### Routed clock nets over the placement, run 1

Scale bar: 50 µm.
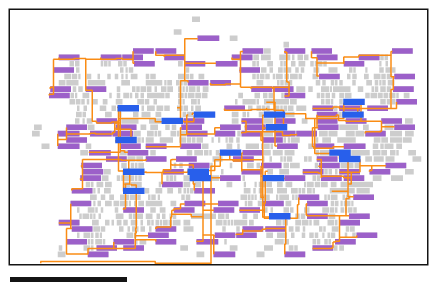
### Wire density map, run 1

Scale bar: 50 µm. 36 x 22 tiles, from white (low) to dark blue (high), scaled to the fullest tile. Values are wire area over tile area, all layers added.
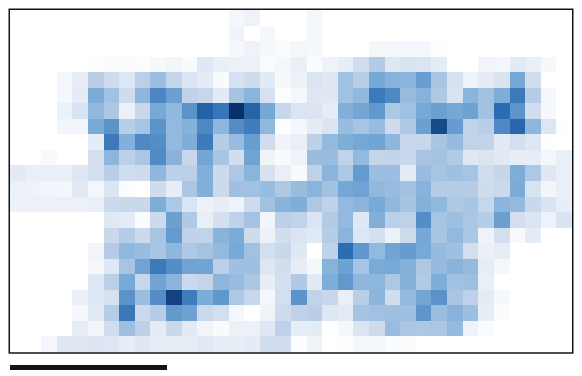
### Close-up of the layout, run 1

Region (69, 34) to (109, 74) µm. Cells in gray, sequential cells in the stronger gray; small squares are vias.
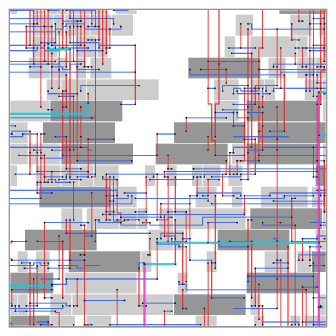
File: config.mk
export PLATFORM = sky130hd
export DESIGN_NAME = key_debounce
export DESIGN_NICKNAME = d
export VERILOG_FILES = /design/src/rtl/key_debounce.sv
export SDC_FILE = /design/constraint.sdc
export NUM_CORES = 1
export LEC_CHECK = 0
export CAP_MARGIN = 20
export CORE_ASPECT_RATIO = 0.6
export CORE_MARGIN = 2
export CORE_UTILIZATION = 36
export DETAILED_ROUTE_END_ITERATION = 10
export RECOVER_POWER = 50
export REMOVE_ABC_BUFFERS = 1
export SLEW_MARGIN = 20
export SYNTH_ARGS = -nofsm -noshare
export SYNTH_HDL_FRONTEND = slang
export SYNTH_SLANG_ARGS = --single-unit
File: constraint.sdc
create_clock -name CLOCK_48 -period 1.95 [get_ports CLOCK_48]
set_input_delay 0.2925 -clock CLOCK_48 [delete_from_list [all_inputs] [get_ports CLOCK_48]]
set_output_delay 0.2925 -clock CLOCK_48 [all_outputs]
set_load 0.01 [all_outputs]
File: src/rtl/key_debounce.sv
// Push-button conditioner for the four active-low board keys on the CLOCK_48 domain.
// Each key is synchronised, debounced by a four-state FSM, and reported as a stable level,
// a one-cycle press pulse, and press/release events queued in a small show-ahead FIFO.
module key_debounce #(
    parameter int unsigned DEBOUNCE_CYCLES = 480000,
    parameter int unsigned CNT_W           = 19,
    parameter int unsigned FIFO_DEPTH      = 4
) (
    input  logic       CLOCK_48,
    input  logic       RESET_N,
    input  logic [3:0] KEY,
    output logic [3:0] KEY_STATE,
    output logic [3:0] KEY_PRESS,
    output logic       EVT_VALID,
    output logic [2:0] EVT_CODE,
    input  logic       EVT_READY,
    output logic       EVT_OVERFLOW
);

    localparam int unsigned    PTR_W    = $clog2(FIFO_DEPTH);
    localparam logic [CNT_W-1:0] CNT_LAST = CNT_W'(DEBOUNCE_CYCLES - 1);
    localparam logic [CNT_W-1:0] CNT_ONE  = CNT_W'(1);
    localparam logic [PTR_W:0] PTR_ONE  = (PTR_W + 1)'(1);

    typedef enum logic [1:0] {StUp, StPressWait, StDown, StReleaseWait} key_st_e;

    // Synchroniser stages; reset to 1 so a released key reads as released.
    logic [3:0] sync1_q, sync2_q;
    logic [3:0] s;

    key_st_e          state_q [4];
    key_st_e          state_d [4];
    logic [CNT_W-1:0] cnt_q   [4];
    logic [CNT_W-1:0] cnt_d   [4];
    logic [3:0]       key_state_q, key_state_d;
    logic [3:0]       key_press_q, key_press_d;

    // Event request from each FSM this cycle, and its polarity (1 = press).
    logic [3:0] evt_set, evt_press;

    // One pending event slot per key, waiting for the arbiter.
    logic [3:0] pend_q, pend_d;
    logic [3:0] pend_press_q, pend_press_d;
    logic       overflow_q, overflow_d;

    logic [3:0] grant;
    logic [2:0] push_code;
    logic       push, pop;

    logic [2:0]   mem_q [FIFO_DEPTH];
    logic [PTR_W:0] wr_ptr_q, rd_ptr_q;
    logic [2:0]   last_code_q;
    logic         fifo_empty, fifo_full;

    assign s = ~sync2_q;

    // Two-flop synchroniser per key.
    always_ff @(posedge CLOCK_48 or negedge RESET_N) begin
        if (!RESET_N) begin
            sync1_q <= 4'hF;
            sync2_q <= 4'hF;
        end else begin
            sync1_q <= KEY;
            sync2_q <= sync1_q;
        end
    end

    // Per-key debounce FSM next state, level/pulse outputs and event requests.
    always_comb begin
        key_state_d = key_state_q;
        key_press_d = '0;
        evt_set     = '0;
        evt_press   = '0;
        for (int i = 0; i < 4; i++) begin
            state_d[i] = state_q[i];
            cnt_d[i]   = cnt_q[i];
            unique case (state_q[i])
                StUp: begin
                    if (s[i]) begin
                        state_d[i] = StPressWait;
                        cnt_d[i]   = '0;
                    end
                end
                StPressWait: begin
                    if (!s[i]) begin
                        state_d[i] = StUp;
                        cnt_d[i]   = '0;
                    end else if (cnt_q[i] == CNT_LAST) begin
                        state_d[i]     = StDown;
                        cnt_d[i]       = '0;
                        key_state_d[i] = 1'b1;
                        key_press_d[i] = 1'b1;
                        evt_set[i]     = 1'b1;
                        evt_press[i]   = 1'b1;
                    end else begin
                        cnt_d[i] = cnt_q[i] + CNT_ONE;
                    end
                end
                StDown: begin
                    if (!s[i]) begin
                        state_d[i] = StReleaseWait;
                        cnt_d[i]   = '0;
                    end
                end
                StReleaseWait: begin
                    if (s[i]) begin
                        state_d[i] = StDown;
                        cnt_d[i]   = '0;
                    end else if (cnt_q[i] == CNT_LAST) begin
                        state_d[i]     = StUp;
                        cnt_d[i]       = '0;
                        key_state_d[i] = 1'b0;
                        evt_set[i]     = 1'b1;
                    end else begin
                        cnt_d[i] = cnt_q[i] + CNT_ONE;
                    end
                end
            endcase
        end
    end

    // Debounce state registers.
    always_ff @(posedge CLOCK_48 or negedge RESET_N) begin
        if (!RESET_N) begin
            for (int i = 0; i < 4; i++) begin
                state_q[i] <= StUp;
                cnt_q[i]   <= '0;
            end
            key_state_q <= '0;
            key_press_q <= '0;
        end else begin
            for (int i = 0; i < 4; i++) begin
                state_q[i] <= state_d[i];
                cnt_q[i]   <= cnt_d[i];
            end
            key_state_q <= key_state_d;
            key_press_q <= key_press_d;
        end
    end

    assign fifo_empty = (wr_ptr_q == rd_ptr_q);
    assign fifo_full  = (wr_ptr_q[PTR_W] != rd_ptr_q[PTR_W]) &&
                        (wr_ptr_q[PTR_W-1:0] == rd_ptr_q[PTR_W-1:0]);
    assign pop        = !fifo_empty && EVT_READY;
    // A pop frees a slot in the same cycle, so a full FIFO can still accept a push.
    assign push       = (|pend_q) && (!fifo_full || pop);

    // Lowest-index pending event wins the single write slot.
    always_comb begin
        grant     = '0;
        push_code = '0;
        for (int i = 3; i >= 0; i--) begin
            if (pend_q[i]) begin
                grant     = '0;
                grant[i]  = push;
                push_code = {pend_press_q[i], 2'(i)};
            end
        end
    end

    // Pending flags: cleared on grant, set by the FSM; an overwrite of an unserved
    // event is the only way an event can be lost.
    always_comb begin
        pend_d       = (pend_q & ~grant) | evt_set;
        pend_press_d = pend_press_q;
        for (int i = 0; i < 4; i++) begin
            if (evt_set[i]) begin
                pend_press_d[i] = evt_press[i];
            end
        end
        overflow_d = overflow_q | (|(evt_set & pend_q & ~grant));
    end

    // Pending slots and sticky overflow.
    always_ff @(posedge CLOCK_48 or negedge RESET_N) begin
        if (!RESET_N) begin
            pend_q       <= '0;
            pend_press_q <= '0;
            overflow_q   <= 1'b0;
        end else begin
            pend_q       <= pend_d;
            pend_press_q <= pend_press_d;
            overflow_q   <= overflow_d;
        end
    end

    // Event FIFO storage and pointers; the popped head is kept to hold EVT_CODE when empty.
    always_ff @(posedge CLOCK_48 or negedge RESET_N) begin
        if (!RESET_N) begin
            for (int i = 0; i < int'(FIFO_DEPTH); i++) begin
                mem_q[i] <= '0;
            end
            wr_ptr_q    <= '0;
            rd_ptr_q    <= '0;
            last_code_q <= '0;
        end else begin
            if (push) begin
                mem_q[wr_ptr_q[PTR_W-1:0]] <= push_code;
                wr_ptr_q                   <= wr_ptr_q + PTR_ONE;
            end
            if (pop) begin
                last_code_q <= mem_q[rd_ptr_q[PTR_W-1:0]];
                rd_ptr_q    <= rd_ptr_q + PTR_ONE;
            end
        end
    end

    assign KEY_STATE    = key_state_q;
    assign KEY_PRESS    = key_press_q;
    assign EVT_VALID    = !fifo_empty;
    assign EVT_CODE     = fifo_empty ? last_code_q : mem_q[rd_ptr_q[PTR_W-1:0]];
    assign EVT_OVERFLOW = overflow_q;

endmodule

==> impl_metrics.yaml, run 1 <==
# physical design summary
final_layout:
  comb.multi_input.count: 494
  finish.cell_count_without_fillers: 990
  largest_register: "cnt_q"
  largest_register_ff_count: 76
  n_clock_buffer: 19
  utilization_pct: 45.60
  drive_gt1_share_pct: 22.00
synth:
  simple_gate_share_pct: 22.14
  most_common_cell: "sky130_fd_sc_hd__dfrtp_1"
  netlist_top_cells_area: "sky130_fd_sc_hd__dfrtp_1 46%, sky130_fd_sc_hd__xnor2_1 4.4%, sky130_fd_sc_hd__nor2_1 3.9%, sky130_fd_sc_hd__nand2_1 3.7%, sky130_fd_sc_hd__dfstp_2 3.2%"
grt:
  grt_antenna_before_repair: 0
route:
  drcViolationCount: 0
  maxUsedRoutingLayer: "met4"
  wl_met3_um: 560
  m1WireLength_mm: 7.654
  dr_wl_met2_mm: 6.290
power_and_ir_drop:
  power.largest_group: "the clock network"
  seqPwrFrac_pct: 39.7
  comb_power_w: 0.00124
  power_switching_w: 0.001983
run_status:
  failed_checks: "negative setup slack"
  outcome: "finished, violations left"
clock_tree:
  cts_hold_repair.buffers: 1
  cts_buffers: 17
  cts.path.max_buffers: 2
placed_design:
  placement.cell_area_um2: 7402
critical_path:
  crit_slowest_cell: "sky130_fd_sc_hd__mux4_2"
  crit_buf_inv: 2
  cp.required_ns: 1.66
timing:
  crit_path_time_final_ns: 2.154
  final_critical_path_setup_slack_ns: -0.2036
  final-setup-viol-count: 3
  setup-tns-final_ns: -0.5221
floorplan:
  die_height_um: 108.7
  chipArea_um2: 19390
  pin_count: 20
-- 'Routed clock nets over the placement' (at the start) --
[orange] clock wires | length: 1760 µm
[purple] flip-flops | count: 130
[blue] clock-net drivers | count: 17
flops lie: all over the die
routed clock nets: 18
share of power burned in the clock network: 44.0%
insertion delay of the later-clocked pin in the worst-skew pair: 0.41 ns
Clock group: 0.00337 W
post-route clock skew: 0.01400 ns

-- 'Wire density map' (at the start) --
emptiest ninth of the die: north-west
tiles over half the peak: 10%
densest ninth of the die: center
nearly empty tiles: 28%
fullest tile: 0.56
mean over tiles: 0.12
final routed wire length divided by cell count: 14.76 µm
Final Routed Wirelength: 14.62 mm
Overall Global Routing Usage: 15.97%
total number of vias: 5257

-- 'Close-up of the layout' (at the start) --
| color | layer |
|---|---|
| blue | M1 |
| red | M2 |
| cyan | M3 |
| magenta | M4 |
sequential cells in the window: 18
netlist names of flops here include: cnt_q (6), pend_q (4), state_q (3)
cells with their middle in the window: 96
most frequent: dfrtp_1 (18), nand2_1 (11), nor2_1 (10)

==> run 2: changes to the inputs <==
--- a/config.mk
+++ b/config.mk
@@ -9,7 +9,10 @@
 export CORE_ASPECT_RATIO = 0.6
 export CORE_MARGIN = 2
 export CORE_UTILIZATION = 36
+export CTS_CLUSTER_DIAMETER = 50
 export DETAILED_ROUTE_END_ITERATION = 10
+export HOLD_SLACK_MARGIN = 0.06
+export PLACE_DENSITY = 0.54
 export RECOVER_POWER = 50
 export REMOVE_ABC_BUFFERS = 1
 export SLEW_MARGIN = 20
==> run 2 against run 1 <==
The run still ends with negative setup slack left. Non-clock buffer count grew 10. Via count increased by 1.4%. Count of clock-buffer cells in the layout increased by 1. Worst hold slack lost 0.0018 ns. Combinational power grew 5%. Cell count up 1.0%. First-iteration DRC count is 9.4% higher. Synthesized cell count stayed put. Routed wire length up 3.2%.
==> impl_metrics.yaml, run 2 <==
# physical design summary
power_and_ir_drop:
  power.share.clock_pct: 42.0
  power_report.internal_total_w: 0.005452
  seqPwrFrac_pct: 40.6
  power_switching_w: 0.002035
  clockNetworkPower_w: 0.00314
  comb_power_w: 0.00130
timing:
  final_critical_path_setup_slack_ns: -0.2433
  setup-tns-final_ns: -0.6822
  crit_path_time_final_ns: 2.193
  final-setup-viol-count: 3
  max_slew.worst_pin.slew_ns: 0.9051
  skew_ns: 0.009248
clock_tree:
  cts.path.max_buffers: 2
  cts_buffers: 17
  cts_hold_repair.buffers: 1
  clk_latency_ns: 0.42
  clk_transition_reported_paths_ns: 0.06
critical_path:
  crit_slowest_cell: "sky130_fd_sc_hd__mux4_2"
  crit_buf_inv: 2
  cp.required_ns: 1.66
route:
  dr_wl_met2_mm: 6.278
  wl_met3_um: 627
  route.detailed.wl_per_inst_um: 15.08
  drt_wl_total_mm: 15.08
  drcViolationCount: 0
  m1WireLength_mm: 8.005
synth:
  most_common_cell: "sky130_fd_sc_hd__dfrtp_1"
  netlist_top_cells_area: "sky130_fd_sc_hd__dfrtp_1 46%, sky130_fd_sc_hd__xnor2_1 4.4%, sky130_fd_sc_hd__nor2_1 3.9%, sky130_fd_sc_hd__nand2_1 3.7%, sky130_fd_sc_hd__dfstp_2 3.2%"
  post_synth_most_frequent_cells: "122 x sky130_fd_sc_hd__dfrtp_1, 69 x sky130_fd_sc_hd__nor2_1, 64 x sky130_fd_sc_hd__nand2_1"
  simple_gate_share_pct: 22.14
grt:
  grt_use_total_pct: 16.47
  grt_first_pass_wirelength_mm: 25.10
  grt_antenna_before_repair: 0
floorplan:
  fp-utilization_pct: 36.57
  pin_count: 20
  die_height_um: 108.7
  chipArea_um2: 19390
final_layout:
  drive_gt1_share_pct: 23.16
  utilization_pct: 45.75
  insertedDiodeCount: 0
  finish.cell_count_without_fillers: 1000
  largest_register_ff_count: 76
  comb.multi_input.count: 494
run_status:
  failed_checks: "negative setup slack"
  outcome: "finished, violations left"
placed_design:
  placement.cell_area_um2: 7411
hold_path:
  hold_path_end: "sync2_q[0]"
### Close-up of the layout, run 2

Region (69, 34) to (109, 74) µm. Cells in gray, sequential cells in the stronger gray; small squares are vias.
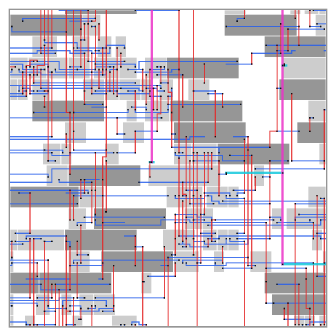
| color | layer |
|---|---|
| blue | M1 |
| red | M2 |
| cyan | M3 |
| magenta | M4 |
most frequent: dfrtp_1 (17), nand2_1 (10), nor2_1 (9)
cells with their middle in the window: 85
netlist names of flops here include: cnt_q (9), pend_q (4), state_q (2)
sequential cells in the window: 17

No activity file was given, so power comes from the tool's default toggle rates.
